==> config.mk <==
export PLATFORM = sky130hd
export DESIGN_NAME = output_mem_ctrl
export DESIGN_NICKNAME = d
export VERILOG_FILES = /design/src/rtl/output_mem_ctrl_pkg.sv /design/src/rtl/output_mem_ctrl_accum_add.sv /design/src/rtl/output_mem_ctrl.sv
export SDC_FILE = /design/constraint.sdc
export NUM_CORES = 2
export LEC_CHECK = 0
export CORE_AREA = 2 2 428 430
export CTS_CLUSTER_DIAMETER = 50
export DETAILED_ROUTE_END_ITERATION = 16
export DIE_AREA = 0 0 430 432
export SLEW_MARGIN = 25
export SYNTH_ARGS = -nofsm -noshare
export SYNTH_HDL_FRONTEND = slang
export SYNTH_HIERARCHICAL = 1
export SYNTH_SLANG_ARGS = --single-unit
export TNS_END_PERCENT = 50
==> constraint.sdc <==
create_clock -name clk -period 50.6 [get_ports clk]
set_input_delay 7.59 -clock clk [delete_from_list [all_inputs] [get_ports clk]]
set_output_delay 7.59 -clock clk [all_outputs]
set_load 0.1 [all_outputs]
==> src/rtl/output_mem_ctrl_pkg.sv <==
// ----------------------------------------------------------------------------
// output_mem_pkg
// Shared constants and types for the output memory controller.
//   ACCUM_ROW : words per accumulator bank (ACCUM_SIZE / SYS_COL)
//   CNT_W     : width of row/cycle counters; one bit wider than a bank address
//               so that a full ACCUM_ROW count and the skew tail fit
//   state_t   : controller FSM states
// ----------------------------------------------------------------------------
package output_mem_pkg;

    localparam int unsigned ACCUM_ROW = 256;
    localparam int unsigned CNT_W     = $clog2(ACCUM_ROW) + 1;

    typedef enum logic [1:0] {
        IDLE,
        ACC,
        READ
    } state_t;

endpackage

==> src/rtl/output_mem_ctrl_accum_add.sv <==
// ----------------------------------------------------------------------------
// accum_add
// Per-column combine stage of the accumulator read-modify-write.
// Build option: ACC_SAT_EN -- when defined, accumulation saturates to the
// signed range; otherwise it wraps modulo 2^DATA_WIDTH.
// Ports:
//   accumulate : 1 = y = a + b, 0 = y = a (overwrite, never saturated)
//   a          : new result from the array
//   b          : current bank contents
//   y          : value to write back
// ----------------------------------------------------------------------------
module accum_add
    import output_mem_pkg::*;
#(
    parameter int DATA_WIDTH = 16
) (
    input  logic                  accumulate,
    input  logic [DATA_WIDTH-1:0] a,
    input  logic [DATA_WIDTH-1:0] b,
    output logic [DATA_WIDTH-1:0] y
);

    logic [DATA_WIDTH-1:0] sum;

    always_comb begin
        sum = a + b;
        y   = sum;
`ifdef ACC_SAT_EN
        // Signed overflow: operands share a sign that the sum does not.
        if ((a[DATA_WIDTH-1] == b[DATA_WIDTH-1]) && (sum[DATA_WIDTH-1] != a[DATA_WIDTH-1])) begin
            y = a[DATA_WIDTH-1] ? {1'b1, {(DATA_WIDTH-1){1'b0}}}
                                : {1'b0, {(DATA_WIDTH-1){1'b1}}};
        end
`endif
        if (!accumulate) begin
            y = a;
        end
    end

endmodule

==> src/rtl/output_mem_ctrl.sv <==
// ----------------------------------------------------------------------------
// output_mem_ctrl
// Receive side of the systolic array: de-skews column results, read-modify-
// writes them into per-column accumulator banks (overwrite or accumulate),
// and later streams the banks out row-parallel.
// Build option: ACC_SAT_EN -- saturating accumulate (see accum_add).
// Ports:
//   clk, rst                 : clock, asynchronous active-high reset
//   acc_start_in/accumulate_in: start capture of num_row rows, mode select
//   rd_start_in              : start row-parallel readout of num_row rows
//   num_row                  : row count, clamped to ACCUM_ROW, sampled at start
//   sys_out_data             : array bottom outputs, column j valid with acc_rd_en[j]
//   acc_rd_en/addr, acc_rd_data : per-bank read port (1-cycle read latency)
//   acc_wr_en/addr/data      : per-bank write port
//   out_rd_en/out_rd_addr    : readout enable (all bits equal) and shared address
//   out_valid                : bank readout data valid
//   busy, acc_done, rd_done  : status; done signals are 1-cycle pulses
// ----------------------------------------------------------------------------
module output_mem_ctrl
    import output_mem_pkg::*;
#(
    parameter int SYS_ROW    = 16,
    parameter int SYS_COL    = 16,
    parameter int DATA_WIDTH = 16,
    parameter int ACCUM_SIZE = 4096,
    parameter int ADDR_WIDTH = 8
) (
    input  logic                             clk,
    input  logic                             rst,
    input  logic                             acc_start_in,
    input  logic                             accumulate_in,
    input  logic                             rd_start_in,
    input  logic [DATA_WIDTH-1:0]            num_row,
    input  logic [SYS_COL*DATA_WIDTH-1:0]    sys_out_data,
    output logic [SYS_COL-1:0]               acc_rd_en,
    output logic [SYS_COL*ADDR_WIDTH-1:0]    acc_rd_addr,
    input  logic [SYS_COL*DATA_WIDTH-1:0]    acc_rd_data,
    output logic [SYS_COL-1:0]               acc_wr_en,
    output logic [SYS_COL*ADDR_WIDTH-1:0]    acc_wr_addr,
    output logic [SYS_COL*DATA_WIDTH-1:0]    acc_wr_data,
    output logic [SYS_COL-1:0]               out_rd_en,
    output logic [ADDR_WIDTH-1:0]            out_rd_addr,
    output logic                             out_valid,
    output logic                             busy,
    output logic                             acc_done,
    output logic                             rd_done
);

    if ((ACCUM_SIZE / SYS_COL) != ACCUM_ROW || SYS_ROW < 1) begin : g_bad_cfg
        $error("output_mem_ctrl: ACCUM_SIZE/SYS_COL must equal ACCUM_ROW");
    end

    state_t                 state_q, state_d;
    logic [CNT_W-1:0]       cnt_q, n_q, n_in, acc_last;
    logic                   accum_q;
    logic                   start;

    logic                   acc_done_d, rd_done_d, busy_d, skew_in, out_en_d;

    logic [SYS_COL-1:0]     skew_q, wr_en_q;
    logic [ADDR_WIDTH-1:0]  rd_addr_q [SYS_COL];
    logic [ADDR_WIDTH-1:0]  wr_addr_q [SYS_COL];
    logic [DATA_WIDTH-1:0]  sys_q     [SYS_COL];
    logic [DATA_WIDTH-1:0]  sum_y     [SYS_COL];
    logic                   out_en_q, out_valid_q, busy_q, acc_done_q, rd_done_q;
    logic [ADDR_WIDTH-1:0]  out_addr_q;

    always_comb begin
        n_in = (32'(num_row) > ACCUM_ROW) ? CNT_W'(ACCUM_ROW) : CNT_W'(num_row);
        // Capture ends once the last column has written its last row.
        acc_last = (n_q == '0) ? '0 : n_q + CNT_W'(SYS_COL);
        start = (state_q == IDLE) && (acc_start_in || rd_start_in);
    end

    // State register
    always_ff @(posedge clk or posedge rst) begin
        if (rst) begin
            state_q <= IDLE;
        end else begin
            state_q <= state_d;
        end
    end

    // Next-state logic; acc_start_in has priority over rd_start_in
    always_comb begin
        state_d = state_q;
        case (state_q)
            IDLE: begin
                if (acc_start_in)     state_d = ACC;
                else if (rd_start_in) state_d = READ;
            end
            ACC:     if (cnt_q == acc_last) state_d = IDLE;
            READ:    if (cnt_q == n_q)      state_d = IDLE;
            default: state_d = IDLE;
        endcase
    end

    // Output decode, registered below
    always_comb begin
        acc_done_d = (state_q == ACC)  && (cnt_q == acc_last);
        rd_done_d  = (state_q == READ) && (cnt_q == n_q);
        busy_d     = (state_q != IDLE);
        skew_in    = (state_q == ACC)  && (cnt_q < n_q);
        out_en_d   = (state_q == READ) && (cnt_q < n_q);
    end

    always_ff @(posedge clk or posedge rst) begin
        if (rst) begin
            cnt_q       <= '0;
            n_q         <= '0;
            accum_q     <= 1'b0;
            skew_q      <= '0;
            wr_en_q     <= '0;
            out_en_q    <= 1'b0;
            out_addr_q  <= '0;
            out_valid_q <= 1'b0;
            busy_q      <= 1'b0;
            acc_done_q  <= 1'b0;
            rd_done_q   <= 1'b0;
            for (int unsigned j = 0; j < SYS_COL; j++) begin
                rd_addr_q[j] <= '0;
                wr_addr_q[j] <= '0;
                sys_q[j]     <= '0;
            end
        end else begin
            if (start) begin
                cnt_q   <= '0;
                n_q     <= n_in;
                accum_q <= acc_start_in && accumulate_in;
            end else if (state_q != IDLE) begin
                cnt_q <= cnt_q + CNT_W'(1);
            end

            // Column j sees the row stream j cycles after column 0.
            skew_q      <= {skew_q[SYS_COL-2:0], skew_in};
            wr_en_q     <= skew_q;
            out_en_q    <= out_en_d;
            out_addr_q  <= out_en_d ? cnt_q[ADDR_WIDTH-1:0] : '0;
            out_valid_q <= out_en_q;
            busy_q      <= busy_d;
            acc_done_q  <= acc_done_d;
            rd_done_q   <= rd_done_d;

            for (int unsigned j = 0; j < SYS_COL; j++) begin
                if (start) begin
                    rd_addr_q[j] <= '0;
                end else if (skew_q[j]) begin
                    rd_addr_q[j] <= rd_addr_q[j] + ADDR_WIDTH'(1);
                end
                if (skew_q[j]) begin
                    sys_q[j]     <= sys_out_data[j*DATA_WIDTH +: DATA_WIDTH];
                    wr_addr_q[j] <= rd_addr_q[j];
                end
            end
        end
    end

    // The bank returns read data in the cycle after the read, which is the
    // write cycle, so the combine sits between registered operands and the
    // write port; it is forced to zero whenever no write is issued.
    for (genvar j = 0; j < SYS_COL; j++) begin : g_col
        accum_add #(.DATA_WIDTH(DATA_WIDTH)) u_add (
            .accumulate (accum_q),
            .a          (sys_q[j]),
            .b          (acc_rd_data[j*DATA_WIDTH +: DATA_WIDTH]),
            .y          (sum_y[j])
        );
        assign acc_rd_addr[j*ADDR_WIDTH +: ADDR_WIDTH] = rd_addr_q[j];
        assign acc_wr_addr[j*ADDR_WIDTH +: ADDR_WIDTH] = wr_addr_q[j];
        assign acc_wr_data[j*DATA_WIDTH +: DATA_WIDTH] = wr_en_q[j] ? sum_y[j] : '0;
    end

    assign acc_rd_en   = skew_q;
    assign acc_wr_en   = wr_en_q;
    assign out_rd_en   = {SYS_COL{out_en_q}};
    assign out_rd_addr = out_addr_q;
    assign out_valid   = out_valid_q;
    assign busy        = busy_q;
    assign acc_done    = acc_done_q;
    assign rd_done     = rd_done_q;

endmodule

Figure 1. Port wiring.
Scale bar: 100 um.
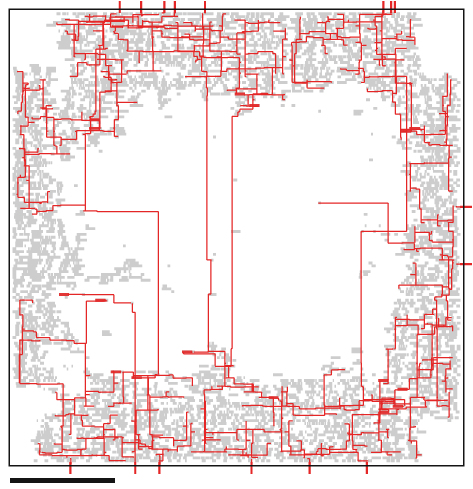
colour	port	bits	direction	edge	end cells	wire
red	acc_rd_en	16	output	8 top, 6 bottom, 2 right	16	11400 um
total of buffers placed on input and output ports: 1104
# IOs: 1105

Figure 2. Track usage over the die.
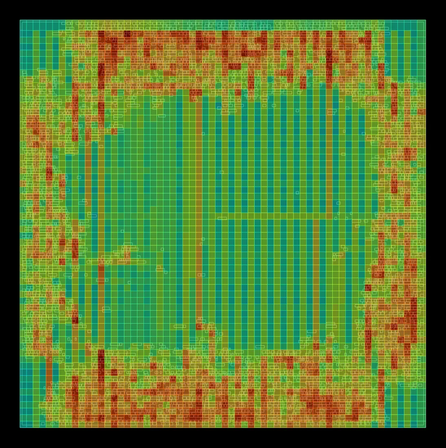
overall routing resource usage: 0.1618
grt peak-use layer: met2
Avg WL per Cell: 21.35 um
met1 layer usage reported by global route: 0.1907

==> flow_summary_export.csv <==
group,metric,value,unit
timing,final-max-slew-violation-count,0,
clocking,ctsRootBufferMaster,"clkbuf_16",
setup_path,cpMostUsedCell,"clkdlybuf4s50_1",
placement,placed_area,52760,sq um
yosys,synth-warning-count,6,
grt,grt_antenna_before_repair,32,
clocking,cts.sink_count,563,
job,number_of_logged_tool_warnings,31,
yosys,syn-instance-count,3737,
yosys,syn_area_per_cell,10.55,sq um
detailed_routing,detailroute.via_count,34100,
min_path,worst_hold_path_type,"flip-flop to flip-flop",
placement,dp.final_hpwl,122400,um
clocking,tritoncts_clock_tree,"built",
setup_path,critPathMaxFanout,4,
outcome,outcome,"finished clean",
timing,final-setup-viol-count,0,
setup_path,worstSetupPathType,"input port to output pin",
timing,worst_pin_slew,1114,ps
floorplanning,core_area,181700,sq um
timing,crit_path_time_final,19430,ps
setup_path,regToRegStartpoint,"state_q[0]",
yosys,synth_largest_type_area_fraction,0.3574,
yosys,yosysChipArea,39420,sq um
setup_path,path_cells,"clkdlybuf4s50_1, ha_1, fa_1, a21o_2, a221oi_4, o31ai_2, a31oi_1, xnor2_1, mux2_4, and2_1, clkdlybuf4s50_1",
yosys,summed_instance_area_of_the_synthesized_netlist,39420,sq um
yosys,netlist.top_cell.by_area,"dfrtp_1",
floorplanning,die_h,432,um
cells_and_area,nNetsFinal,5632,
setup_path,worst_reg_to_reg_cells,5,
grt,grt_pass1_vias,34339,
cells_and_area,drive_above_1_share,0.2096,
yosys,ys_async_sr_fraction,1.000,
clocking,clock_insertion_delay_worst_skew,750,ps
timing,fin_tns_setup,0,ps
yosys,yosysUniqueCellTypes,71,
setup_path,worstPathRequired,43010,ps
clocking,clk_pin_slew_worst_paths,50,ps
min_path,hold_depth,1,
setup_path,critical_path_arrival,11840,ps
grt,globalRouteOverflowTotal,0,
yosys,dominantRegCellSynth,"dfrtp_1",
clocking,postCtsSetupRepairBufs,0,
min_path,worst_hold_startpoint,"acc_wr_addr[21]",
Figure 3. The metal 1 layer.
Supply wires on this layer in grey. Cells faint in the background.
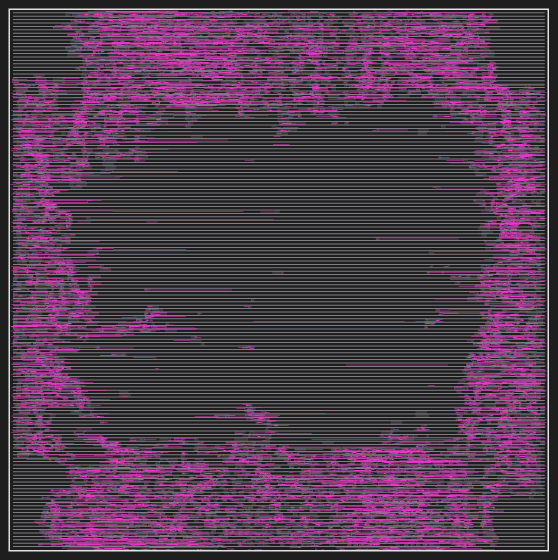
wire length on this layer	62.7 mm
share of all routed wire	40%
longest straight run	146 um
main direction	horizontal

Figure 4. Where the registers sit.
Other sequential cells in the stronger grey, the rest of the logic in the fainter grey.
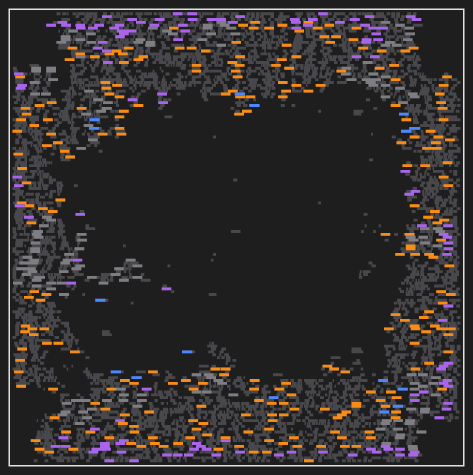
colour	netlist name	flops	where
purple	acc_wr_addr	128	spread over the die
orange	sys_q	256	spread over the die
blue	acc_wr_en	16	spread over the die
not coloured	163

[sequential cells by signal (all words and copies together) (netlist names)]
register     cells
n_q              9
accum_q          1
state_q          2
acc_wr_en       16
acc_rd_addr    128
sys_q          256
rd_done          1
acc_done         1
acc_wr_addr    128
out_valid        1
out_rd_addr      8
acc_rd_en        1
cnt_q            9
busy             1
out_en_q         1
[critical path: cells and delay by family]
family	cells	cell delay, ps
buffers and inverters	2	1710
AND-OR/OR-AND	4	1290
adder cells (fa/ha/maj)	2	710
multiplexers	1	190
XOR/XNOR	1	180
AND/OR/NAND/NOR	1	160
[cells by family after synthesis]
kind of cell,count (synthesis),share of synthesized area
and+or+nand+nor,1051,0.1452
AOI/OAI and AO/OA,725,0.1389
buffers and inverters,223,0.02882
adders and majority gates,284,0.09320
xor gates and xnor gates,299,0.06644
muxes,592,0.1701
DFF,563,0.3574
[final cells by class]
type,instances,area (sq um),area share
clock buffers,120,2635,0.04684
multi-input cells,2951,24200,0.4302
inverters,62,240.2,0.004271
diodes,14,35.03,0.0006228
repair buffers,1139,11220,0.1995
flip-flops and latches,563,14110,0.2509
well taps,2385,2984,0.05305
clock inverters,65,818.3,0.01455
[layer usage]
metal / track usage / share of wire / vias to the layer above
met5: 0 / 0.00094 / -
met1: 0.1907 / 0.40 / 16943
li1: - / - / 15920
met3: 0.03594 / 0.057 / 219
met4: 0.05784 / 0.029 / 20
met2: 0.2866 / 0.51 / 998
[cells in the final DEF, fill, tap and decap left out, types with 48 or more instances in the layout]
cell,n
clkbuf_16,98
nand4_1,53
a21oi_1,241
nand2_1,239
a21o_1,50
ha_1,268
clkdlybuf4s50_1,1077
o21ai_0,68
mux2_2,561
dfrtp_1,548
and3_1,51
inv_1,61
nor2_1,185
a31oi_1,48
and2_1,258
xnor2_1,176
xor2_1,123
[metrics by stage]
| step | cells | hold WS [ps] |
|---|---|---|
| 6_report | 7299 | 502.0 |
| 5_1_grt | 7297 | 513.1 |
| 4_1_cts | 7285 | 507.3 |
| 3_5_place_dp | 7100 | 495.0 |
| 3_3_place_gp | 7100 | 488.6 |
| 2_1_floorplan | 3737 | 488.3 |
[worst max-delay path by stage]
stage                     startpoint                to  slack (ps)  cells after the start
global route        acc_rd_data[112]  acc_wr_data[122]       31010                     11
finish              acc_rd_data[112]  acc_wr_data[122]       31170                     11
detailed placement  acc_rd_data[116]  acc_wr_data[122]       31060                     10
CTS                 acc_rd_data[116]  acc_wr_data[122]       31030                     10
floorplan                        rst          acc_done       27260                      1
global placement    acc_rd_data[114]  acc_wr_data[119]       30730                      9
